$ cat config.mk
export PLATFORM = sky130hd
export DESIGN_NAME = udt_rx_handshake_filter
export DESIGN_NICKNAME = d
export VERILOG_FILES = /design/src/rtl/udt_rx_handshake_filter.sv
export SDC_FILE = /design/constraint.sdc
export NUM_CORES = 1
export LEC_CHECK = 0
export CAP_MARGIN = 10
export CORE_ASPECT_RATIO = 1.5
export CORE_UTILIZATION = 60
export CTS_BUF_LIST = sky130_fd_sc_hd__clkbuf_4 sky130_fd_sc_hd__clkbuf_8
export DETAILED_ROUTE_END_ITERATION = 10
export PLACE_DENSITY = 0.92
export SKIP_LAST_GASP = 1
export SYNTH_ARGS = -nofsm -noshare
export SYNTH_HDL_FRONTEND = slang
export SYNTH_SLANG_ARGS = --single-unit
$ cat constraint.sdc
create_clock -name clk -period 4.2 [get_ports clk]
set_clock_uncertainty 0.15 [all_clocks]
set_input_delay 0.84 -clock clk [delete_from_list [all_inputs] [get_ports clk]]
set_output_delay 0.84 -clock clk [all_outputs]
set_load 0.03 [all_outputs]
$ cat src/rtl/udt_rx_handshake_filter.sv
// udt_rx_handshake_filter
// Receive-side classifier ahead of the listen stage. Well-formed handshake
// control packets (control bit set, type 0, exactly HS_BEATS full beats) are
// buffered whole and replayed on handshake_*. Malformed handshakes are
// discarded and counted. Every other packet goes through a one-deep register
// slice to data_*.

module udt_rx_handshake_filter #(
    parameter int HS_BEATS = 8,
    parameter int CNT_W    = 16
) (
    input  logic             clk,
    input  logic             core_rst_n,

    input  logic [63:0]      s_tdata,
    input  logic [7:0]       s_tkeep,
    input  logic             s_tvalid,
    input  logic             s_tlast,
    output logic             s_tready,

    output logic [63:0]      handshake_tdata,
    output logic [7:0]       handshake_tkeep,
    output logic             handshake_tvalid,
    output logic             handshake_tlast,
    input  logic             handshake_tready,

    output logic [63:0]      data_tdata,
    output logic [7:0]       data_tkeep,
    output logic             data_tvalid,
    output logic             data_tlast,
    input  logic             data_tready,

    output logic [CNT_W-1:0] hs_count,
    output logic [CNT_W-1:0] drop_count
);

    localparam int               IDX_W    = (HS_BEATS > 1) ? $clog2(HS_BEATS) : 1;
    localparam logic [IDX_W-1:0] LAST_IDX = IDX_W'(HS_BEATS - 1);
    localparam logic [CNT_W-1:0] CNT_MAX  = '1;

    typedef enum logic [2:0] {
        ST_IDLE,
        ST_COLLECT,
        ST_DROP,
        ST_EMIT,
        ST_PASS
    } state_t;

    state_t           state_q;
    logic [63:0]      hs_buf_q [HS_BEATS];
    logic [IDX_W-1:0] cnt_q;
    logic [IDX_W-1:0] rd_q;
    logic [IDX_W-1:0] rd_d;
    logic             keep_ok_q;

    logic [63:0]      hs_tdata_q;
    logic [7:0]       hs_tkeep_q;
    logic             hs_tvalid_q;
    logic             hs_tlast_q;

    logic [63:0]      data_tdata_q;
    logic [7:0]       data_tkeep_q;
    logic             data_tvalid_q;
    logic             data_tlast_q;

    logic [CNT_W-1:0] hs_count_q;
    logic [CNT_W-1:0] drop_count_q;
    logic [CNT_W-1:0] hs_count_d;
    logic [CNT_W-1:0] drop_count_d;

    logic             s_ready;
    logic             s_fire;
    logic             is_hs;
    logic             keep_full;
    logic             hs_fire;
    logic             data_load;

    // A first beat is a handshake when it is a control packet of type 0.
    assign is_hs     = s_tdata[63] && (s_tdata[62:48] == 15'h0000);
    assign keep_full = (s_tkeep == 8'hFF);
    assign s_fire    = s_tvalid && s_ready;
    assign hs_fire   = hs_tvalid_q && handshake_tready;
    assign rd_d      = rd_q + 1'b1;

    // The slice reloads on every non-handshake beat taken in IDLE or PASS.
    assign data_load = s_fire &&
                       (((state_q == ST_IDLE) && !is_hs) || (state_q == ST_PASS));

    // Counters stick at all-ones instead of wrapping.
    assign hs_count_d   = (hs_count_q == CNT_MAX)   ? hs_count_q   : hs_count_q + 1'b1;
    assign drop_count_d = (drop_count_q == CNT_MAX) ? drop_count_q : drop_count_q + 1'b1;

    // Input backpressure: the slice gates IDLE/PASS, collection and discard
    // always accept, and replay blocks the input entirely.
    always_comb begin
        s_ready = 1'b0;
        case (state_q)
            ST_IDLE,
            ST_PASS:    s_ready = !data_tvalid_q || data_tready;
            ST_COLLECT,
            ST_DROP:    s_ready = 1'b1;
            default:    s_ready = 1'b0;
        endcase
        if (!core_rst_n) begin
            s_ready = 1'b0;
        end
    end

    // Classification FSM with the handshake buffer, replay outputs and counters.
    always_ff @(posedge clk or negedge core_rst_n) begin
        if (!core_rst_n) begin
            state_q      <= ST_IDLE;
            cnt_q        <= '0;
            rd_q         <= '0;
            keep_ok_q    <= 1'b0;
            hs_tdata_q   <= '0;
            hs_tkeep_q   <= '0;
            hs_tvalid_q  <= 1'b0;
            hs_tlast_q   <= 1'b0;
            hs_count_q   <= '0;
            drop_count_q <= '0;
            for (int i = 0; i < HS_BEATS; i++) begin
                hs_buf_q[i] <= '0;
            end
        end else begin
            case (state_q)
                ST_IDLE: begin
                    if (s_fire) begin
                        if (is_hs) begin
                            if (s_tlast) begin
                                drop_count_q <= drop_count_d;
                            end else begin
                                hs_buf_q[0] <= s_tdata;
                                cnt_q       <= IDX_W'(1);
                                keep_ok_q   <= keep_full;
                                state_q     <= ST_COLLECT;
                            end
                        end else if (!s_tlast) begin
                            state_q <= ST_PASS;
                        end
                    end
                end

                ST_COLLECT: begin
                    if (s_fire) begin
                        hs_buf_q[cnt_q] <= s_tdata;
                        keep_ok_q       <= keep_ok_q && keep_full;
                        if (s_tlast) begin
                            cnt_q <= '0;
                            if ((cnt_q == LAST_IDX) && keep_ok_q && keep_full) begin
                                rd_q        <= '0;
                                hs_tdata_q  <= hs_buf_q[0];
                                hs_tkeep_q  <= 8'hFF;
                                hs_tvalid_q <= 1'b1;
                                hs_tlast_q  <= 1'b0;
                                state_q     <= ST_EMIT;
                            end else begin
                                drop_count_q <= drop_count_d;
                                state_q      <= ST_IDLE;
                            end
                        end else if (cnt_q == LAST_IDX) begin
                            cnt_q        <= '0;
                            drop_count_q <= drop_count_d;
                            state_q      <= ST_DROP;
                        end else begin
                            cnt_q <= cnt_q + 1'b1;
                        end
                    end
                end

                ST_DROP: begin
                    if (s_fire && s_tlast) begin
                        state_q <= ST_IDLE;
                    end
                end

                ST_EMIT: begin
                    if (hs_fire) begin
                        if (rd_q == LAST_IDX) begin
                            rd_q        <= '0;
                            hs_tdata_q  <= '0;
                            hs_tkeep_q  <= '0;
                            hs_tvalid_q <= 1'b0;
                            hs_tlast_q  <= 1'b0;
                            hs_count_q  <= hs_count_d;
                            state_q     <= ST_IDLE;
                        end else begin
                            rd_q       <= rd_d;
                            hs_tdata_q <= hs_buf_q[rd_d];
                            hs_tlast_q <= (rd_d == LAST_IDX);
                        end
                    end
                end

                ST_PASS: begin
                    if (s_fire && s_tlast) begin
                        state_q <= ST_IDLE;
                    end
                end

                default: begin
                    state_q <= ST_IDLE;
                end
            endcase
        end
    end

    // One-deep pass-through slice; contents hold while data_tready is low.
    always_ff @(posedge clk or negedge core_rst_n) begin
        if (!core_rst_n) begin
            data_tdata_q  <= '0;
            data_tkeep_q  <= '0;
            data_tvalid_q <= 1'b0;
            data_tlast_q  <= 1'b0;
        end else if (data_load) begin
            data_tdata_q  <= s_tdata;
            data_tkeep_q  <= s_tkeep;
            data_tvalid_q <= 1'b1;
            data_tlast_q  <= s_tlast;
        end else if (data_tready) begin
            data_tvalid_q <= 1'b0;
            data_tlast_q  <= 1'b0;
        end
    end

    assign s_tready         = s_ready;
    assign handshake_tdata  = hs_tdata_q;
    assign handshake_tkeep  = hs_tkeep_q;
    assign handshake_tvalid = hs_tvalid_q;
    assign handshake_tlast  = hs_tlast_q;
    assign data_tdata       = data_tdata_q;
    assign data_tkeep       = data_tkeep_q;
    assign data_tvalid      = data_tvalid_q;
    assign data_tlast       = data_tlast_q;
    assign hs_count         = hs_count_q;
    assign drop_count       = drop_count_q;

endmodule

### Signal wires by layer

(1.5 px per µm) Two of the layers only.
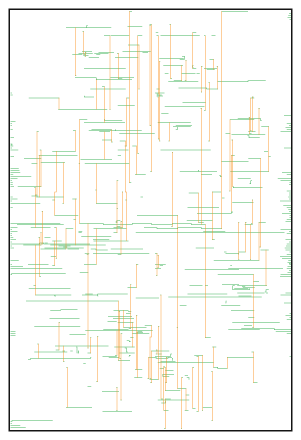
| color | layer | wire length |
|---|---|---|
| orange | met4 | 3,560 µm |
| green | met3 | 3,940 µm |
gr usage total: 29.7%
per-cell routed wire length: 23.5 µm
final WL: 75.7 mm

### Congestion heat map

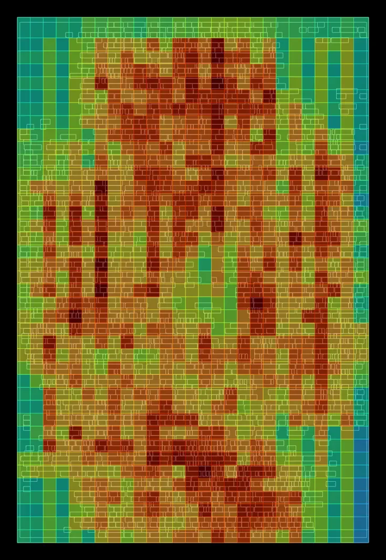
final design utilization: 71.7%
met1 Use GR: 34.9%
met2 GRT Util: 52.6%
GRT met3 Usage: 4.23%

### Where the registers sit

(1.5 px per µm) Other sequential cells in the stronger gray, the rest of the logic in the fainter gray.
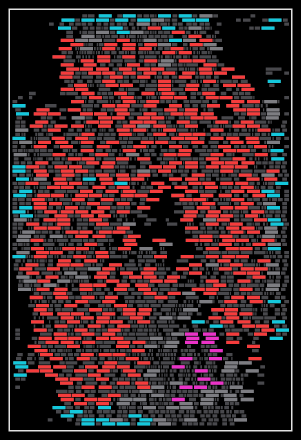
| color | name in the netlist | sequential cells |
|---|---|---|
| cyan | data_tdata | 64 |
| red | hs_buf_q | 512 |
| magenta | drop_count | 16 |
not colored: 102
flop share of the area: 47.7%
Reg area: 0.0174 mm²
sequential cell power: 7.48 mW

==> notes.md <==
flow finished, numbers: outcome=completed, Post-Syn Area=between 0.03 and 0.04 mm², fraction of layout cells with a size suffix above 1=35.1%, YS chip area=0.0309 mm², Via density=6.20, initial DRC count=approximately 1,200, critical path required time=3.21 ns, Clock Latency Late Sink=0.70 ns, Switching Power=~4.0 mW, Pwr Density=410 mW/mm², 1st-pass router iterations=5, Clock Power Share=between 30 and 40%, H-tree level count=3, hold_buf cts=1, Cell Type Count=between 50 and 60, Max Fanout on Critical Path=6, die y size=between 200 and 300 µm, Reg power frac=50.1%, CP Data Arrival Time=2.78 ns, main logic family after synthesis=multiplexers, Min-Delay Path Depth=1, fin crit share=89.9%, max-slew violations=0, MUX area fraction=slightly above 30%, Adder Share, Synth=less than 1%, Synth Seq Share=between 50% and 60%, initial antenna violation count=4, Fill cells=~3,100, Net Sw Frac=26.5%, CP startpoint kind=primary input
### Met4 routing

(1.5 px per µm) Supply wires on this layer in gray.
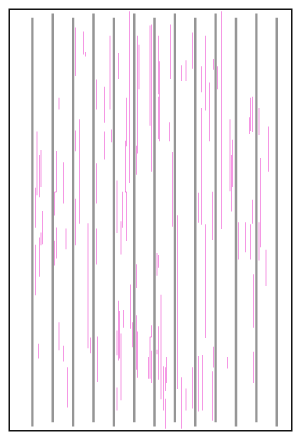
share of all routed wire: 4.7%
nets with wire on the layer: 74
longest straight run: 145 µm
main direction: vertical
via count: 19,931

### M1 wires

(2 px per µm) Supply wires on this layer in gray. Cells faint in the background.
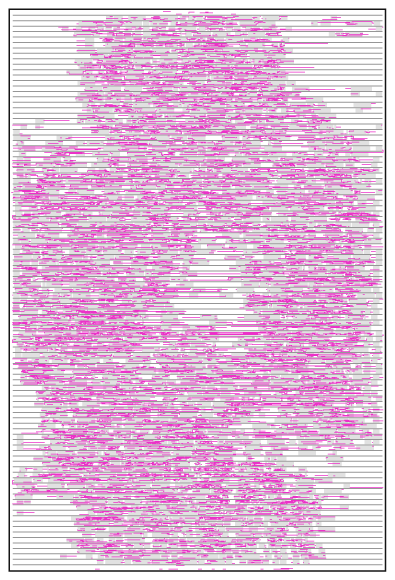
share of all routed wire: 37%
longest straight run: 57.5 µm

## cells in the mapped netlist, drive strengths merged, types with 9 or more instances
cell | count | area, µm²
a21oi | 132 | 661
buf | 113 | 619
clkbuf | 59 | 221
dfrtp | 694 | 17400
inv | 12 | 45.0
mux2 | 523 | 5890
mux2i | 67 | 671
mux4 | 128 | 2880
nand2 | 163 | 612
nand3 | 21 | 118
nor2 | 145 | 547
nor3 | 12 | 90.1
nor4 | 9 | 108
o21ai | 74 | 374
xnor2 | 15 | 131
xor2 | 13 | 114
## final timing paths
kind,from,to
hold / removal,hs_count[6],hs_count[6]
hold reg to reg,hs_count[6],hs_count[6]
setup / recovery,data_tready,s_tready
max in group asynchronous,core_rst_n,rd_q[0]
setup reg to reg,rd_q[0],handshake_tdata[56]
min in group asynchronous,core_rst_n,hs_buf_q[402]
## layout make-up
type	instances	area [µm²]	share of cell area, %
antenna	4	10.0	0.0275
clock buffer	168	2090	5.75
clock inverter	11	100	0.275
timing repair buffer	300	3180	8.73
sequential	694	17400	47.7
tap	669	837	2.30
multi-input combinational	1357	12800	35.1
inverter	12	45.0	0.124
## worst max-delay path: stages
cell and delay (ns):
clkdlybuf4s50_1 0.47, nand2b_1 0.28, nor2_1 0.08, a211oi_1 0.27
o21a_1 0.16, clkdlybuf4s50_1 0.67
## state kept, by name, summed over array words and instances (netlist names), 3 cells and up
register / flops
drop_count: 16
hs_count: 16
state_q: 3
data_tkeep: 8
data_tdata: 64
handshake_tdata: 64
cnt_q: 3
rd_q: 3
hs_buf_q: 512
## layer usage
metal,wire length (µm),part of all wire [%],track usage [%]
met1,28000,37,34.9
met5,0,0,0
met4,3560,4.7,16.7
met2,40200,53,52.6
met3,3940,5.2,4.23
## cells in the final DEF (no fill, tap or decap), drive strengths merged, types with 3 or more instances in the layout
master           n
dfrtp          694
mux2           523
clkdlybuf4s50  257
clkbuf         168
nand2          163
nor2           145
a21oi          132
mux4           128
o21ai           74
mux2i           67
buf             42
nand3           21
xnor2           15
inv             14
xor2            13
nor3            12
nor4             9
nand4            7
ha               7
and3             5
diode            4
nand3b           4
clkinv           4
clkinvlp         4
o21a             3
o22ai            3
nor4b            3
or2              3
## stage by stage
| stage | power, mW | worst slack (ns) | hold slack [ns] | cells |
|---|---|---|---|---|
| after global placement | 9.14 | 0.453 | 0.312 | 3031 |
| after floorplan | 8.39 | 1.19 | 0.302 | 2235 |
| after detailed placement | 9.27 | 0.518 | 0.331 | 3031 |
| after CTS | 15.0 | 0.425 | 0.345 | 3211 |
| final | 14.9 | 0.426 | 0.340 | 3215 |
| after global routing | 15.5 | 0.343 | 0.366 | 3215 |
## cell families (layout without fill, tap and decap cells)
logic type	after synthesis	in the layout
AND-OR/OR-AND	222	222
buffers and inverters	184	491
flip-flops	694	694
XOR/XNOR	28	28
multiplexers	718	718
AND/OR/NAND/NOR	382	382
other	0	4
adder cells (fa/ha/maj)	7	7
## power by group through the flow
stage               clock network (mW)  logic (mW)  registers [mW]
floorplan                            0       0.639            7.75
global placement                     0        1.61            7.53
detailed placement                   0        1.68            7.59
CTS                               5.84        1.70            7.47
global route                      6.12        1.83            7.53
finish                            5.76        1.69            7.48
No activity file was given, so power comes from the tool's default toggle rates.
